File: src/rtl/inj_error_monitor.sv
// inj_error_monitor: classifies DUT/golden output mismatch bursts as transient or permanent and keeps saturating statistics (optional INJ_MON_PER_OUTPUT_EN adds per-output mismatch counters)
module inj_error_monitor #(
  parameter int CNT_W       = 16,
  parameter int PERM_THRESH = 4
) (
  input  logic             clk,
  input  logic             rstn,
  input  logic             en,
  input  logic             clr,
  input  logic             y1,
  input  logic             y2,
  input  logic             y1_ref,
  input  logic             y2_ref,
  output logic             err_now,
  output logic             perm_fault,
  output logic [1:0]       state_o,
  output logic [CNT_W-1:0] mism_cnt,
  output logic [CNT_W-1:0] event_cnt,
  output logic [CNT_W-1:0] trans_cnt,
  output logic [CNT_W-1:0] first_err_cyc,
`ifdef INJ_MON_PER_OUTPUT_EN
  output logic [CNT_W-1:0] y1_mism_cnt,
  output logic [CNT_W-1:0] y2_mism_cnt,
`endif
  output logic             first_valid
);
  typedef enum logic [1:0] {IDLE = 2'd0, WATCH = 2'd1, ERROR = 2'd2, PERM = 2'd3} state_e;
  state_e state_q, state_d;
  logic err_q, err_d, perm_q, perm_d, fv_q, fv_d;
  logic [CNT_W-1:0] run_q, run_d, cyc_q, cyc_d, mism_q, mism_d;
  logic [CNT_W-1:0] evt_q, evt_d, trans_q, trans_d, first_q, first_d;
  logic [CNT_W-1:0] m1_q, m1_d, m2_q, m2_d;
  logic [CNT_W:0] run_nx;
  logic mis1, mis2, mis;
  function automatic logic [CNT_W-1:0] sat(input logic [CNT_W-1:0] v);
    return &v ? v : v + CNT_W'(1);
  endfunction
  assign mis1   = y1 ^ y1_ref;
  assign mis2   = y2 ^ y2_ref;
  assign mis    = mis1 | mis2;
  assign run_nx = {1'b0, run_q} + (CNT_W+1)'(1);
  // next state and statistics: clr beats en beats the FSM; sampling only outside IDLE
  always_comb begin
    state_d = state_q;
    err_d   = err_q;
    perm_d  = perm_q;
    fv_d    = fv_q;
    run_d   = run_q;
    cyc_d   = cyc_q;
    mism_d  = mism_q;
    evt_d   = evt_q;
    trans_d = trans_q;
    first_d = first_q;
    m1_d    = m1_q;
    m2_d    = m2_q;
    if (clr) begin
      state_d = IDLE;
      err_d   = 1'b0;
      perm_d  = 1'b0;
      fv_d    = 1'b0;
      run_d   = '0;
      cyc_d   = '0;
      mism_d  = '0;
      evt_d   = '0;
      trans_d = '0;
      first_d = '0;
      m1_d    = '0;
      m2_d    = '0;
    end else if (!en) begin
      state_d = IDLE;
      err_d   = 1'b0;
    end else if (state_q == IDLE) begin
      state_d = WATCH;
    end else begin
      err_d  = mis;
      cyc_d  = sat(cyc_q);
      mism_d = mis ? sat(mism_q) : mism_q;
      m1_d   = mis1 ? sat(m1_q) : m1_q;
      m2_d   = mis2 ? sat(m2_q) : m2_q;
      if (state_q == WATCH && mis) begin
        state_d = ERROR;
        run_d   = CNT_W'(1);
        evt_d   = sat(evt_q);
        first_d = fv_q ? first_q : cyc_q;
        fv_d    = 1'b1;
      end else if (state_q == ERROR && mis) begin
        run_d = run_nx[CNT_W-1:0];
        if (run_nx == (CNT_W+1)'(PERM_THRESH)) begin
          state_d = PERM;
          perm_d  = 1'b1;
        end
      end else if (state_q == ERROR) begin
        state_d = WATCH;
        trans_d = sat(trans_q);
      end
    end
  end
  // state register with asynchronous reset that also discards any burst in progress
  always_ff @(posedge clk or negedge rstn) begin
    if (!rstn) begin
      state_q <= IDLE;
      err_q   <= 1'b0;
      perm_q  <= 1'b0;
      fv_q    <= 1'b0;
      run_q   <= '0;
      cyc_q   <= '0;
      mism_q  <= '0;
      evt_q   <= '0;
      trans_q <= '0;
      first_q <= '0;
      m1_q    <= '0;
      m2_q    <= '0;
    end else begin
      state_q <= state_d;
      err_q   <= err_d;
      perm_q  <= perm_d;
      fv_q    <= fv_d;
      run_q   <= run_d;
      cyc_q   <= cyc_d;
      mism_q  <= mism_d;
      evt_q   <= evt_d;
      trans_q <= trans_d;
      first_q <= first_d;
      m1_q    <= m1_d;
      m2_q    <= m2_d;
    end
  end
  assign err_now       = err_q;
  assign perm_fault    = perm_q;
  assign state_o       = state_q;
  assign mism_cnt      = mism_q;
  assign event_cnt     = evt_q;
  assign trans_cnt     = trans_q;
  assign first_err_cyc = first_q;
  assign first_valid   = fv_q;
`ifdef INJ_MON_PER_OUTPUT_EN
  assign y1_mism_cnt = m1_q;
  assign y2_mism_cnt = m2_q;
`else
  logic unused_ok;
  assign unused_ok = ^{m1_q, m2_q};
`endif
endmodule

File: config.mk
export PLATFORM = sky130hd
export DESIGN_NAME = inj_error_monitor
export DESIGN_NICKNAME = d
export VERILOG_FILES = /design/src/rtl/inj_error_monitor.sv
export SDC_FILE = /design/constraint.sdc
export NUM_CORES = 1
export LEC_CHECK = 0
export ABC_AREA = 1
export CAP_MARGIN = 40
export CORE_MARGIN = 2
export CORE_UTILIZATION = 45
export CTS_BUF_LIST = sky130_fd_sc_hd__clkbuf_8
export CTS_CLUSTER_SIZE = 10
export DETAILED_ROUTE_END_ITERATION = 10
export PLACE_DENSITY = 0.68
export SKIP_CTS_REPAIR_TIMING = 1
export SLEW_MARGIN = 30
export SYNTH_ARGS = -nofsm -noshare
export SYNTH_HDL_FRONTEND = slang
export SYNTH_SLANG_ARGS = --single-unit
File: constraint.sdc
create_clock -name clk -period 3.74 [get_ports clk]
set_clock_uncertainty 0.2 [all_clocks]
set_input_delay 0.561 -clock clk [delete_from_list [all_inputs] [get_ports clk]]
set_output_delay 0.561 -clock clk [all_outputs]
set_load 0.03 [all_outputs]
==> results.py <==
# Flow results
metrics = {
    "power_and_ir_drop": {
        "power.group.top": "registers",
        "p_per_area_nw_per_um2": 308,
        "p_comb_frac": 0.119,
        "p_seq_frac": 0.557,
        "clock_power_share": 0.324,
        "pg_seq_uw": 1150,
        "power.switching_uw": 617,
        "p_clk_uw": 668,
        "p_sw_frac": 0.299,
        "p_comb_uw": 246,
        "intPower_uw": 1450,
        "power_leakage_uw": 0.00273,
    },
    "clocking": {
        "ctsHtreeMaxLevel": 3,
        "clkSinkCount": 101,
        "cts_buffers": 9,
        "clk_path_buf_depth": 2,
        "cts_tree": "done",
        "path_clk_slew_ns": 0.10,
    },
    "yosys": {
        "ys_types": 35,
        "synth_area_per_cell_um2": 7.73,
        "netlist_area_um2": 5600,
        "compound_area_frac": 0.127,
        "synth-simple-area-share": 0.305,
        "synth.area.mux_share": 0,
        "yosysCellCount": 724,
        "adder_share": 0.0134,
        "top_area_frac": 0.451,
        "synth.cellmix.xorXnorShare": 0.0360,
        "yosys-stat-area_um2": 5600,
        "yosysTopAreaCell": "dfrtp_1",
        "ys_seq_share": 0.451,
        "synth.logic.top_family": "simple AND/OR/NAND/NOR gates",
        "async_flop_share": 1.00,
        "synthTopCellsByCount": "182 x nand2_1, 101 x dfrtp_1, 70 x nor2_1, 67 x inv_1, 54 x nand3_1",
        "syn_inst": 724,
        "yosys-top-cells-area": "dfrtp_1 45%, nand2_1 12%, nand3_1 4.8%",
        "yosysMostFrequentCell": "nand2_1",
        "synth-edff-count": 0,
        "synth_nets": 738,
        "synth_flop_count": 101,
    },
    "timing": {
        "setup_viol": 0,
        "rsz0062_at_grt": "no",
        "whs_ns": -0.0333,
        "fmax_ghz": 0.381,
        "tightest_slew_ns": 0.579,
        "hold_viol": 43,
        "period_used_share": 0.701,
        "slew_headroom": 0.614,
        "period_needed_ns": 2.62,
        "tns_ns": 0,
    },
    "worst_setup_path": {
        "regToRegEndpoint": "mism_cnt[8]",
        "cp.depth": 9,
        "crit_type": "in -> reg",
        "crit_path_max_fanout": 21,
        "worstPathCellList": "clkdlybuf4s50_1 -> clkinv_1 -> buf_4 -> nand2_1 -> nand3_2 -> nor2_1 -> nand2_1 -> o21ai_0 -> nor2_1",
        "arrival_ns": 2.69,
        "worstPathRequired_ns": 3.81,
        "crit_buf_inv": 3,
        "start_kind": "input pin",
        "path_delay_family": "buffers and inverters",
        "crit_path_end": "mism_cnt[8]",
        "r2r_slack_ns": 1.43,
        "cp_slowest_stage_delay_ns": 0.49,
        "setup.worst_path.end_class": "register",
        "ff2ff_path_depth": 9,
    },
    "placed_design": {
        "dp_hpwl_mm": 9.60,
        "portBuffers": 76,
        "place_congestion": 0.869,
    },
    "die": {
        "die_w_um": 116,
        "tap_cells": 168,
        "coreArea_um2": 12100,
        "row_count": 40,
        "floorplan.io_pins": 77,
        "die_y_um": 116,
    },
    "global_routing": {
        "grt-ovfl-total": 0,
        "antenna_found_initial": 0,
        "grt_pass1_wl_mm": 22.6,
        "grt_start_max_net_pins": 59,
        "track_usage": 0.210,
    },
    "layout": {
        "comb_cells": 531,
        "dominant_cells": "multi-input combinational cells",
        "num-clock-buffers": 9,
        "flops": 101,
        "buf_share": 0.123,
        "layout_top_cell": "nand2_1",
        "fill_cells": 1109,
        "seq_share": 0.377,
        "lay_top_cells": "182 x nand2_1, 101 x dfrtp_1, 75 x clkdlybuf4s50_1, 70 x nor2_1, 67 x inv_1",
        "nonClockBufferCount": 83,
        "comb_area_frac": 0.401,
        "comb_area_um2": 2690,
        "clkCellAreaFrac": 0.0271,
        "regArea_um2": 2530,
        "nNetsFinal": 811,
        "drive_gt1_frac": 0.0673,
        "inverters": 71,
    },
    "run_status": {
        "violations": "negative hold slack",
        "run_status": "finished with violations",
    },
    "drt": {
        "drt_first_iter_violations": 434,
        "routedWlPerCell_um": 13.8,
        "drt-total-wl_mm": 13.4,
        "vias": 5152,
        "drc": 0,
        "vias_per_cell": 5.31,
        "postRouteAntennaNets": 0,
    },
    "min_path": {
        "holdCritPathClass": "in -> async",
    },
    "job": {
        "warnings": 27,
        "maxCapViolCount": 0,
    },
}
## per-layer routing
metal  track usage  up-vias  share of wire
met5             0        -              0
met4        0.0739        0         0.0099
met3        0.0282       14          0.043
met2         0.331      150           0.47
met1         0.298     2419           0.48
li1              -     2569              -
## metrics by stage
step                setup WS, ns  std cells  total power, uW   util  cell area, um2
floorplan                   1.61        724             1320      -            5600
global placement           0.779        953             1410  0.540            6510
detailed placement         0.672        953             1420  0.540            6510
CTS                         1.10        969             2090  0.555            6690
global route               0.958        970             2170  0.556            6710
finish                      1.12        970             2070  0.556            6710
## cells by family after synthesis
group | count (synthesis)
xor gates and xnor gates | 23
buffers and inverters | 92
DFF | 101
AOI/OAI and AO/OA | 122
and+or+nand+nor | 380
adders and majority gates | 6
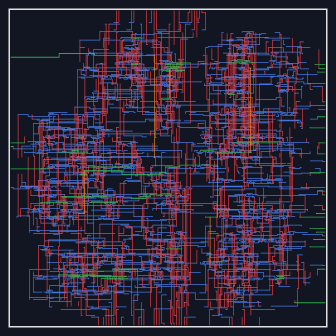
*Wiring by layer*
[metal 3] green | wire length: 585 um
[metal 1] blue | wire length: 6460 um
[metal 2] red | wire length: 6260 um
[metal 4] orange | wire length: 134 um

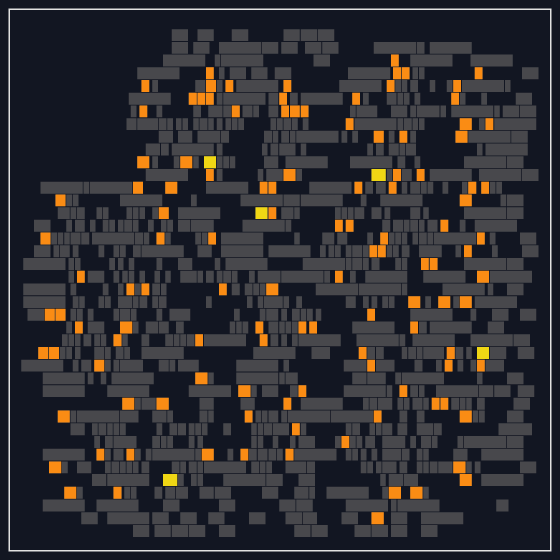
*Gate families picked out*
[AND-OR and OR-AND gates] yellow | cells: 5
[inverting AOI/OAI gates] orange | cells: 117 | where: widely spread

No activity file was given, so power comes from the tool's default toggle rates.
